Run 1, clock nets:
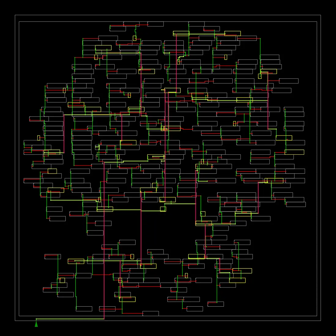
Run 1, floorplan with the power grid:
Pins as bars on the die edge.
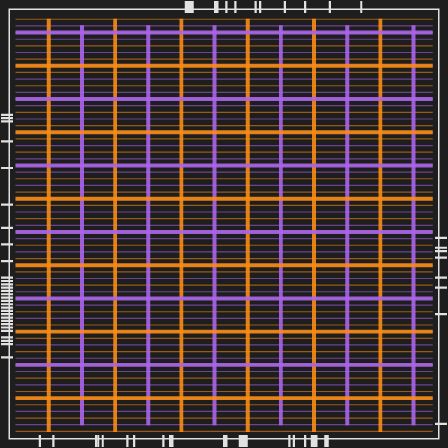
Run 1, register map, names as in the netlist:
Other sequential cells in the stronger grey, the rest of the logic in the fainter grey.
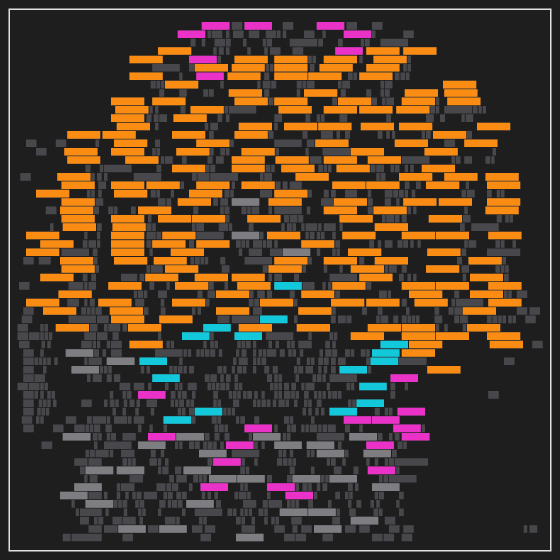
Run 1, selected gate families:
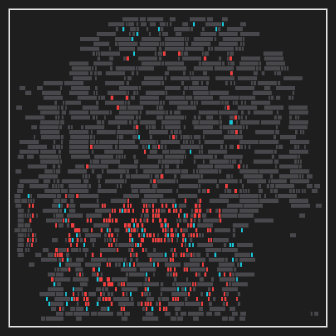
`src/rtl/prg_inject_loader_pkg.sv`:
```
// Shared types and constants for the PRG/cartridge inject loader.
// Holds the FSM state enum, the VIC-20 pointer list and the FIFO entry layout.
package loader_pkg;

   typedef enum logic [1:0] {
      IDLE   = 2'd0,
      LOAD   = 2'd1,
      DRAIN  = 2'd2,
      INJECT = 2'd3
   } state_t;

   localparam int unsigned LOADER_ADDR_W = 16;

   // Entry 0 sits in the LSBs: 002D, 002F, 0031, 00AE.
   localparam logic [4*LOADER_ADDR_W-1:0] VIC20_PTRS =
      {16'h00AE, 16'h0031, 16'h002F, 16'h002D};

   typedef struct packed {
      logic [LOADER_ADDR_W-1:0] addr;
      logic [7:0]               data;
   } fifo_entry_t;

endpackage

```
`src/rtl/prg_inject_loader_if.sv`:
```
// Memory write port of the inject loader: request/acknowledge with address and data.
// A write is taken on any clock edge where mem_req and mem_ack are both high;
// mem_addr/mem_data/mem_req stay stable while mem_req is high and mem_ack is low.
interface prg_inject_loader_if #(
   parameter int unsigned ADDR_W = 16
);
   logic              mem_req;
   logic              mem_ack;
   logic [ADDR_W-1:0] mem_addr;
   logic [7:0]        mem_data;

   modport master (output mem_req, output mem_addr, output mem_data, input mem_ack);
   modport slave  (input mem_req, input mem_addr, input mem_data, output mem_ack);
endinterface

```
`src/rtl/prg_inject_loader_fifo.sv`:
```
// Synchronous FIFO with a registered head entry; the head register counts
// toward DEPTH so total occupancy never exceeds DEPTH entries.
module loader_fifo #(
   parameter int unsigned WIDTH = 24,
   parameter int unsigned DEPTH = 8
) (
   input  logic             clk_sys,
   input  logic             reset_n,
   input  logic             push,
   input  logic [WIDTH-1:0] push_data,
   output logic             push_ready,
   input  logic             pop,
   output logic             head_valid,
   output logic [WIDTH-1:0] head_data,
   output logic             empty
);
   localparam int unsigned AW = $clog2(DEPTH);

   logic [WIDTH-1:0] store [DEPTH];
   logic [AW-1:0]    wr_ptr, rd_ptr;
   logic [AW:0]      cnt, occ;
   logic             pop_ok, push_ok, st_rd, full;

   assign occ        = cnt + {{AW{1'b0}}, head_valid};
   assign full       = (occ == (AW+1)'(DEPTH));
   assign pop_ok     = pop && head_valid;
   // A pop in the same cycle frees a slot, so a full FIFO still takes the push.
   assign push_ready = !full || pop_ok;
   assign push_ok    = push && push_ready;
   assign st_rd      = (cnt != '0) && (!head_valid || pop_ok);
   assign empty      = (cnt == '0) && !head_valid;

   always_ff @(posedge clk_sys) begin
      if (push_ok) store[wr_ptr] <= push_data;
   end

   always_ff @(posedge clk_sys or negedge reset_n) begin
      if (!reset_n) begin
         wr_ptr     <= '0;
         rd_ptr     <= '0;
         cnt        <= '0;
         head_valid <= 1'b0;
         head_data  <= '0;
      end else begin
         if (push_ok) wr_ptr <= wr_ptr + 1'b1;
         if (st_rd) begin
            head_data  <= store[rd_ptr];
            head_valid <= 1'b1;
            rd_ptr     <= rd_ptr + 1'b1;
         end else if (pop_ok) begin
            head_valid <= 1'b0;
         end
         cnt <= cnt + {{AW{1'b0}}, push_ok} - {{AW{1'b0}}, st_rd};
      end
   end

endmodule

```
`src/rtl/prg_inject_loader.sv`:
```
// PRG/cartridge loader: streams data_io bytes into memory through a FIFO, then
// writes the end address into NUM_PTRS zero-page pointers. PRG_LOADER_AUTORESET_EN enables reset_req.
module prg_inject_loader
   import loader_pkg::*;
#(
   parameter int unsigned ADDR_W     = 16,
   parameter int unsigned FIFO_DEPTH = 8,
   parameter logic [ADDR_W-1:0] RAW_BASE = ADDR_W'(16'hA000),
   parameter int unsigned NUM_PTRS   = 4,
   parameter logic [NUM_PTRS*ADDR_W-1:0] PTR_ADDRS = VIC20_PTRS
) (
   input  logic              clk_sys,
   input  logic              reset_n,
   input  logic              dl_active,
   input  logic              dl_wr,
   input  logic [ADDR_W-1:0] dl_addr,
   input  logic [7:0]        dl_data,
   input  logic              use_header,
   prg_inject_loader_if.master mem,
   output logic              busy,
   output logic [ADDR_W-1:0] end_addr,
   output logic              overflow,
   output logic              reset_req,
   output state_t            dbg_state
);
   localparam int unsigned IDX_W = $clog2(2*NUM_PTRS);
   localparam logic [IDX_W-1:0] LAST_IDX = IDX_W'(2*NUM_PTRS-1);

   state_t            state;
   logic              dl_active_q;
   logic [ADDR_W-1:0] wptr;
   logic              inj_req;
   logic [ADDR_W-1:0] inj_addr;
   logic [7:0]        inj_data;
   logic [IDX_W-1:0]  inj_idx;
   fifo_entry_t       push_entry, head_entry;
   logic              push, push_ready, head_valid, fifo_pop, fifo_empty;
   logic              hdr_byte, load_start, inject_done;

   // Pointer k/2 gets its low byte at even k and its high byte at odd k.
   function automatic logic [ADDR_W-1:0] ptr_target(input logic [IDX_W-1:0] k);
      return PTR_ADDRS[(int'(k) / 2) * ADDR_W +: ADDR_W] + ADDR_W'(k[0]);
   endfunction

   function automatic logic [7:0] ptr_byte(input logic [IDX_W-1:0] k, input logic [ADDR_W-1:0] e);
      return k[0] ? e[15:8] : e[7:0];
   endfunction

   assign hdr_byte    = use_header && (dl_addr < ADDR_W'(2));
   assign push        = (state == LOAD) && dl_wr && !hdr_byte;
   assign push_entry  = '{addr: LOADER_ADDR_W'(wptr), data: dl_data};
   assign fifo_pop    = mem.mem_ack && (state != INJECT);
   assign load_start  = (state == IDLE) && dl_active && !dl_active_q;
   assign inject_done = (state == INJECT) && mem.mem_ack && (inj_idx == LAST_IDX);

   loader_fifo #(
      .WIDTH ($bits(fifo_entry_t)),
      .DEPTH (FIFO_DEPTH)
   ) u_fifo (
      .clk_sys    (clk_sys),
      .reset_n    (reset_n),
      .push       (push),
      .push_data  (push_entry),
      .push_ready (push_ready),
      .pop        (fifo_pop),
      .head_valid (head_valid),
      .head_data  (head_entry),
      .empty      (fifo_empty)
   );

   assign mem.mem_req  = (state == INJECT) ? inj_req  : head_valid;
   assign mem.mem_addr = (state == INJECT) ? inj_addr : ADDR_W'(head_entry.addr);
   assign mem.mem_data = (state == INJECT) ? inj_data : head_entry.data;
   assign end_addr     = wptr;
   assign dbg_state    = state;

   always_ff @(posedge clk_sys or negedge reset_n) begin
      if (!reset_n) begin
         state       <= IDLE;
         busy        <= 1'b0;
         dl_active_q <= 1'b0;
         wptr        <= '0;
         overflow    <= 1'b0;
         inj_req     <= 1'b0;
         inj_addr    <= '0;
         inj_data    <= '0;
         inj_idx     <= '0;
      end else begin
         dl_active_q <= dl_active;
         case (state)
            IDLE: begin
               if (load_start) begin
                  state    <= LOAD;
                  busy     <= 1'b1;
                  overflow <= 1'b0;
                  wptr     <= RAW_BASE;
                  inj_idx  <= '0;
               end
            end
            LOAD: begin
               if (dl_wr) begin
                  if (hdr_byte) begin
                     if (dl_addr[0]) wptr[15:8] <= dl_data;
                     else            wptr[7:0]  <= dl_data;
                  end else begin
                     // Address advances even for a dropped byte so later data lands correctly.
                     wptr <= wptr + 1'b1;
                     if (!push_ready) overflow <= 1'b1;
                  end
               end
               if (!dl_active) state <= DRAIN;
            end
            DRAIN: begin
               if (fifo_empty) begin
                  state    <= INJECT;
                  inj_req  <= 1'b1;
                  inj_idx  <= '0;
                  inj_addr <= ptr_target('0);
                  inj_data <= ptr_byte('0, wptr);
               end
            end
            INJECT: begin
               if (inject_done) begin
                  state   <= IDLE;
                  busy    <= 1'b0;
                  inj_req <= 1'b0;
               end else if (mem.mem_ack) begin
                  inj_idx  <= inj_idx + 1'b1;
                  inj_addr <= ptr_target(inj_idx + 1'b1);
                  inj_data <= ptr_byte(inj_idx + 1'b1, wptr);
               end
            end
            default: state <= IDLE;
         endcase
         if (dl_wr && ((state == DRAIN) || (state == INJECT))) overflow <= 1'b1;
      end
   end

`ifdef PRG_LOADER_AUTORESET_EN
   logic hit, reset_pulse;

   always_ff @(posedge clk_sys or negedge reset_n) begin
      if (!reset_n) begin
         hit         <= 1'b0;
         reset_pulse <= 1'b0;
      end else begin
         reset_pulse <= 1'b0;
         if (load_start) begin
            hit <= 1'b0;
         end else if (push && push_ready && (wptr == RAW_BASE)) begin
            hit <= 1'b1;
         end else if (inject_done) begin
            reset_pulse <= hit;
            hit         <= 1'b0;
         end
      end
   end

   assign reset_req = reset_pulse;
`else
   assign reset_req = 1'b0;
`endif

endmodule

```
`src/flat_wrapper.sv`:
```
// flat-port wrapper written by rule: the top's interface ports become plain ports
module prg_inject_loader_flat import loader_pkg::*;
#(
   parameter int unsigned ADDR_W     = 16,
   parameter int unsigned FIFO_DEPTH = 8,
   parameter logic [ADDR_W-1:0] RAW_BASE = ADDR_W'(16'hA000),
   parameter int unsigned NUM_PTRS   = 4,
   parameter logic [NUM_PTRS*ADDR_W-1:0] PTR_ADDRS = VIC20_PTRS
)
  (clk_sys, reset_n, dl_active, dl_wr, dl_addr, dl_data, use_header, busy, end_addr, overflow, reset_req, dbg_state, mem_mem_req, mem_mem_addr, mem_mem_data, mem_mem_ack);
  prg_inject_loader_if #(.ADDR_W(ADDR_W)) mem_i ();
  input  logic clk_sys;
  input  logic reset_n;
  input  logic dl_active;
  input  logic dl_wr;
  input  logic [ADDR_W-1:0] dl_addr;
  input  logic [7:0] dl_data;
  input  logic use_header;
  output logic busy;
  output logic [ADDR_W-1:0] end_addr;
  output logic overflow;
  output logic reset_req;
  output state_t dbg_state;
  output wire logic [$bits(mem_i.mem_req)-1:0] mem_mem_req;
  output wire logic [$bits(mem_i.mem_addr)-1:0] mem_mem_addr;
  output wire logic [$bits(mem_i.mem_data)-1:0] mem_mem_data;
  input wire logic [$bits(mem_i.mem_ack)-1:0] mem_mem_ack;
  assign mem_mem_req = mem_i.mem_req;
  assign mem_mem_addr = mem_i.mem_addr;
  assign mem_mem_data = mem_i.mem_data;
  assign mem_i.mem_ack = mem_mem_ack;
  prg_inject_loader #(.ADDR_W(ADDR_W), .FIFO_DEPTH(FIFO_DEPTH), .RAW_BASE(RAW_BASE), .NUM_PTRS(NUM_PTRS), .PTR_ADDRS(PTR_ADDRS)) u_core (.clk_sys(clk_sys), .reset_n(reset_n), .dl_active(dl_active), .dl_wr(dl_wr), .dl_addr(dl_addr), .dl_data(dl_data), .use_header(use_header), .mem(mem_i), .busy(busy), .end_addr(end_addr), .overflow(overflow), .reset_req(reset_req), .dbg_state(dbg_state));
endmodule
```
`config.mk`:
```
export PLATFORM = sky130hd
export DESIGN_NAME = prg_inject_loader_flat
export DESIGN_NICKNAME = d
export VERILOG_FILES = /design/src/rtl/prg_inject_loader_pkg.sv /design/src/rtl/prg_inject_loader_if.sv /design/src/rtl/prg_inject_loader_fifo.sv /design/src/rtl/prg_inject_loader.sv /design/src/flat_wrapper.sv
export SDC_FILE = /design/constraint.sdc
export NUM_CORES = 1
export LEC_CHECK = 0
export ABC_AREA = 1
export CORE_MARGIN = 2
export CORE_UTILIZATION = 40
export DETAILED_ROUTE_END_ITERATION = 12
export GPL_TIMING_DRIVEN = 0
export SYNTH_ARGS = -nofsm -noshare
export SYNTH_HDL_FRONTEND = slang
export SYNTH_SLANG_ARGS = --single-unit
```
`constraint.sdc`:
```
create_clock -name clk_sys -period 8.2 [get_ports clk_sys]
set_clock_uncertainty 0.05 [all_clocks]
set_input_delay 2.46 -clock clk_sys [delete_from_list [all_inputs] [get_ports clk_sys]]
set_output_delay 2.46 -clock clk_sys [all_outputs]
set_load 0.01 [all_outputs]
```
==> results_slide.txt, run 1 <==
Physical Implementation Snapshot

GRT
  • Grt total ovfl: 0
  • Top Usage Layer GRT: met2

Yosys
  • Distinct lib cells used: 38
  • Yosys adder share: approximately 2.3%
  • Chip area line of the yosys report: between 10000 and 15000 um2
  • Ao+oa area frac: a little over a tenth
  • Yosys top cell area share: 49.2%
  • Comb area leader: simple AND/OR/NAND/NOR gates
  • Synth Seq Share: ~65%
  • Yosys warns: 0

Timing
  • Worst-margin pin slew: approximately 0.9 ns
  • Max-slew violations: 0
  • Worst slew margin: between 30% and 40%

Critical path
  • Crit. path cell count: 7
  • Cell chain of the critical path: ha_1 -> buf_2 -> clkbuf_1 -> buf_2 -> nand2_1 -> o21ai_0 -> clkdlybuf4s50_1
  • Slowest CP cell: clkdlybuf4s50_1
  • Crit-path max cell delay: 0.61 ns

Layout
  • Sequential portion of the cell area: a little over half
  • Post-layout nets: 1284
  • Most used logic cell in the final layout: nor2_1
  • Clock network share of area: between 6 and 7%
  • Layout area overhead: 19.6%
  • Max reg flops: ~190
  • Fill count: 2591

Power
  • Peak VDD IR: about 180 uV

Floorplanning
  • Chip Width: 175 um
  • Fp util: approximately two fifths
  • Core area: roughly 29000 um2
  • Tap cell count: approximately 380

Run status
  • Status: finished clean

Hold path
  • Hold Crit Depth: 1

CTS
  • Post-CTS Setup Bufs: 0

Detailed routing
  • Final wirelength: between 30 and 40 mm
Notes on 'clock nets' above:
Power Clock: 1.25 mW
Flops: 267
clock sink total: 267
cts bufs inserted: 29

Notes on 'floorplan with the power grid' above:
Orange is VSS. Purple is VDD.
The core has 62 rows. 63 met1 rails follow the rows. 76 signal pins sit on the boundary.

Notes on 'register map, names as in the netlist' above:
Cyan is `u_core.end_addr`, flops 16. Orange is `u_core.u_fifo.store`, flops 192. Magenta is `u_core.u_fifo.head_data`, flops 24.
Another 35 sequential cells are not coloured.

Notes on 'selected gate families' above:
Red is nand cells, cells 258, most used nand2_1. Cyan is inv cells, cells 70, most used inv_1.

## run 1: report_power, final
part / internal, mW / switching, mW
logic: 0.653 / 1.22
clock network: 0.721 / 0.526
registers: 1.62 / 0.0971
total: 2.99 / 1.84
## run 1: metrics by stage
step | cell area (um2) | total power, mW | std cells | setup slack (ns)
2_1_floorplan | 11700 | 2.85 | 1118 | 3.11
3_3_place_gp | 12900 | 3.58 | 1576 | 0.883
3_5_place_dp | 13100 | 3.62 | 1586 | 2.92
4_1_cts | 14000 | 4.87 | 1639 | 2.72
5_1_grt | 14000 | 5.12 | 1639 | 2.55
6_report | 14000 | 4.83 | 1639 | 2.71
==> run 1 -> run 2 <==
- clock period: 8.2 -> 4.7 ns (I/O delays scaled with it)
Run 2, signal wires on met1:
Supply wires on this layer in grey.
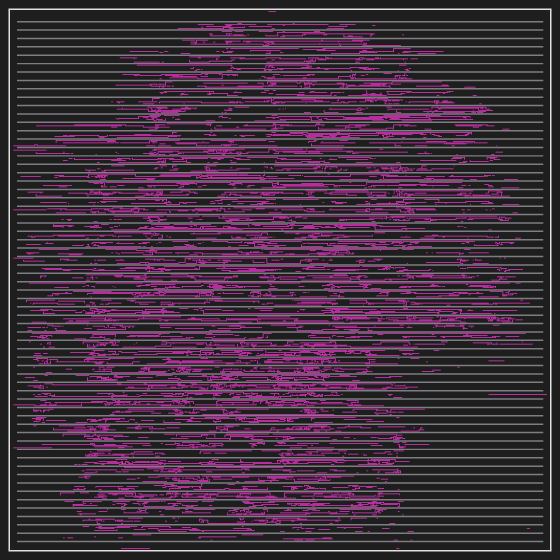
The wires run mostly horizontal. The layer carries 14000 um of wire. 1183 nets have wire on it.
final wirelength: 31.4 mm
Vias: 8502

==> run 2 against run 1 <==
Die size unchanged. Via count unchanged. Register-to-register slack worse by 3.5 ns. Largest power group unchanged.
==> results_slide.txt, run 2 <==
Physical Implementation Snapshot

Power
  • Sequential power: approximately 3 mW
  • Highest-power group: combinational cells
  • Internal power: 5.22 mW
  • Power Total: ~8.4 mW
  • Reg power frac: between 30 and 40%
  • Comb pwr: approximately 3.3 mW
  • Combinational Power Share: a little under 40%
  • Peak VDD IR: ~320 uV
  • Clk network pwr share: about 26%
  • P_sw: between 3 and 4 mW

Critical path
  • Slowest CP cell: clkdlybuf4s50_1
  • Cell chain of the critical path: ha_1 -> buf_2 -> clkbuf_1 -> buf_2 -> nand2_1 -> o21ai_0 -> clkdlybuf4s50_1

Floorplanning
  • Fp util: between 40% and 50%
  • Chip Width: between 150 and 200 um
  • Tap cell count: between 300 and 400
  • Core area: 28800 um2

GRT
  • Top Usage Layer GRT: met2
  • Grt total ovfl: 0

Yosys
  • Ao+oa area frac: about 11%
  • Yosys warns: 0
  • Comb area leader: simple AND/OR/NAND/NOR gates
  • Distinct lib cells used: 38
  • Chip area line of the yosys report: between 10000 and 15000 um2
  • Yosys adder share: about 2.3%

Layout
  • Design area: 14000 um2
  • Layout area overhead: 19.6%
  • Sequential portion of the cell area: 54.5%
  • Post-layout nets: roughly 1.3k
  • Most used logic cell in the final layout: nor2_1
  • Fill count: 2591
  • Max reg flops: around 190
  • Clock network share of area: 6.44%

Placed design
  • Placed Instances: roughly 1.6k
  • Placed Area: between 10000 and 15000 um2
  • Pre-CTS setup slack: around 0.47 ns

Hold path
  • Hold Crit Depth: 1

Timing
  • Setup slack after layout: 0.261 ns
  • Worst-margin pin slew: between 0.9 and 1 ns
  • Worst slew margin: approximately two fifths

Run status
  • Status: finished clean

CTS
  • Post-CTS Setup Bufs: 0
Run 2, clock nets:
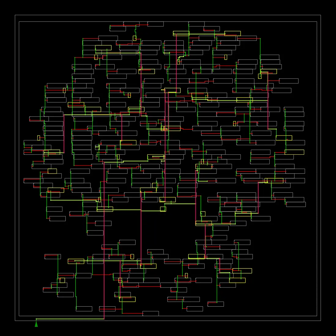
Power Clock: 2.18 mW
Late-Pin Clk Latency: 0.55 ns
clock buffers: 37

run 2: worst max-delay path by stage:
stage / from / depth (start not counted) / to / slack, ns
2_1_floorplan: use_header / 7 / u_core.u_fifo.store[5][0]$_DFFE_PP_ / 0.66
3_3_place_gp: mem_mem_ack / 7 / u_core.u_fifo.store[1][18]$_DFFE_PP_ / -1.57
3_5_place_dp: mem_mem_ack / 13 / u_core.u_fifo.cnt[2]$_DFF_PN0_ / 0.47
4_1_cts: u_core.dbg_state[0]$_DFFE_PN0P_ / 7 / mem_mem_data[5] / 0.27
5_1_grt: u_core.dbg_state[0]$_DFFE_PN0P_ / 7 / mem_mem_data[5] / 0.10
6_report: u_core.dbg_state[0]$_DFFE_PN0P_ / 7 / mem_mem_data[5] / 0.26
Run 2, selected gate families:
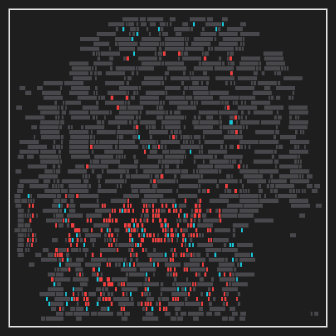

==> run 2 -> run 3 <==
- clock period: 4.7 -> 3.7 ns (I/O delays scaled with it)
Run 3, selected gate families:
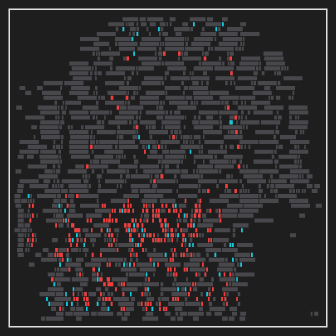
Red is nand cells, cells 258, most used nand2_1. Cyan is inv cells, cells 70, most used inv_1.
most used logic cell in the final layout: nor2_1
fin cells: 1640

==> run 3 against run 2 <==
Via count shrank 0.33%. Sequential power grew 27%. Combinational power grew 28%. Final area grew 0.25%. Global-route usage is essentially flat. Highest routed layer unchanged. Final cell count is essentially flat. Total power grew 27%. Register-to-register slack lost 0.94 ns.
==> results_slide.txt, run 3 <==
Physical Implementation Snapshot

Hold path
  • Hold Crit Depth: 2

Placed design
  • Placed Instances: 1586
  • Pre-CTS setup slack: -0.235 ns

Critical path
  • Cell chain of the critical path: ha_1 -> clkbuf_4 -> clkbuf_8 -> buf_4 -> nor2_1 -> clkdlybuf4s50_1
  • Crit. path cell count: 6
  • Critical path launch point: u_core.dbg_state[1]$_DFFE_PN0P_
  • Critical Path End: mem_mem_addr[10]

Power
  • Clk network pwr share: roughly a quarter
  • Net Sw Frac: 38.1%
  • Internal power: about 6.6 mW
  • Combinational Power Share: about two fifths
  • Comb pwr: 4.18 mW
  • Power Clock: ~2.8 mW
  • Power Total: about 11 mW

Timing
  • Setup slack after layout: ~0.097 ns
  • Worst slew margin: 41.8%
  • Max-slew violations: 0

GRT
  • Grt total ovfl: 0
  • Top Usage Layer GRT: met2

Yosys
  • Synth Seq Share: 65.2%
  • Yosys warns: 0
  • Yosys top cell area share: between 40% and 50%

Layout
  • Post-layout nets: between 1k and 1.5k
  • Design area: 14100 um2
  • Max reg flops: roughly 190

CTS
  • Cts bufs inserted: 29
  • Late-Pin Clk Latency: 0.55 ns

Detailed routing
  • Final wirelength: about 31 mm

Floorplanning
  • Fp util: 40.7%

Run status
  • Status: finished clean
Run 3, floorplan with the power grid:
Pins as bars on the die edge.
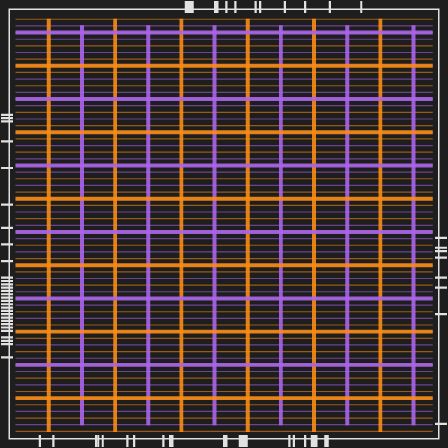
Purple is VDD. Orange is VSS.
12 straps on met5. 12 straps on met4.
Peak VDD IR: 402 uV
die height: 175 um
core area: 28800 um2
Chip Width: 175 um

## run 3: area by class of cell
type	instances	area (um2)
multi-input cells	728	3570
fillers	2593	14700
repair buffers	85	885
clock buffers	37	766
well taps	384	480
inverters	70	265
clock inverters	16	136
plain buffers	53	307
flip-flops and latches	267	7640
## run 3: cells by family (layout without fill, tap and decap cells)
logic type      count (synthesis)  in the layout  share of synthesized area [%]
xor+xnor                        8              8                          0.598
buf+inv                       123            261                           4.72
compound gates                228            228                           11.0
simple gates                  470            470                           16.1
other cells                     1              1                         0.0320
fa+ha+maj                      21             21                           2.31
flops                         267            267                           65.2
## run 3: timing repair
item                       CTS  global route
resized                     11             5
setup endpoints to repair   23            14
buffers inserted             0             1
Power is estimated from default activity; no workload was simulated.
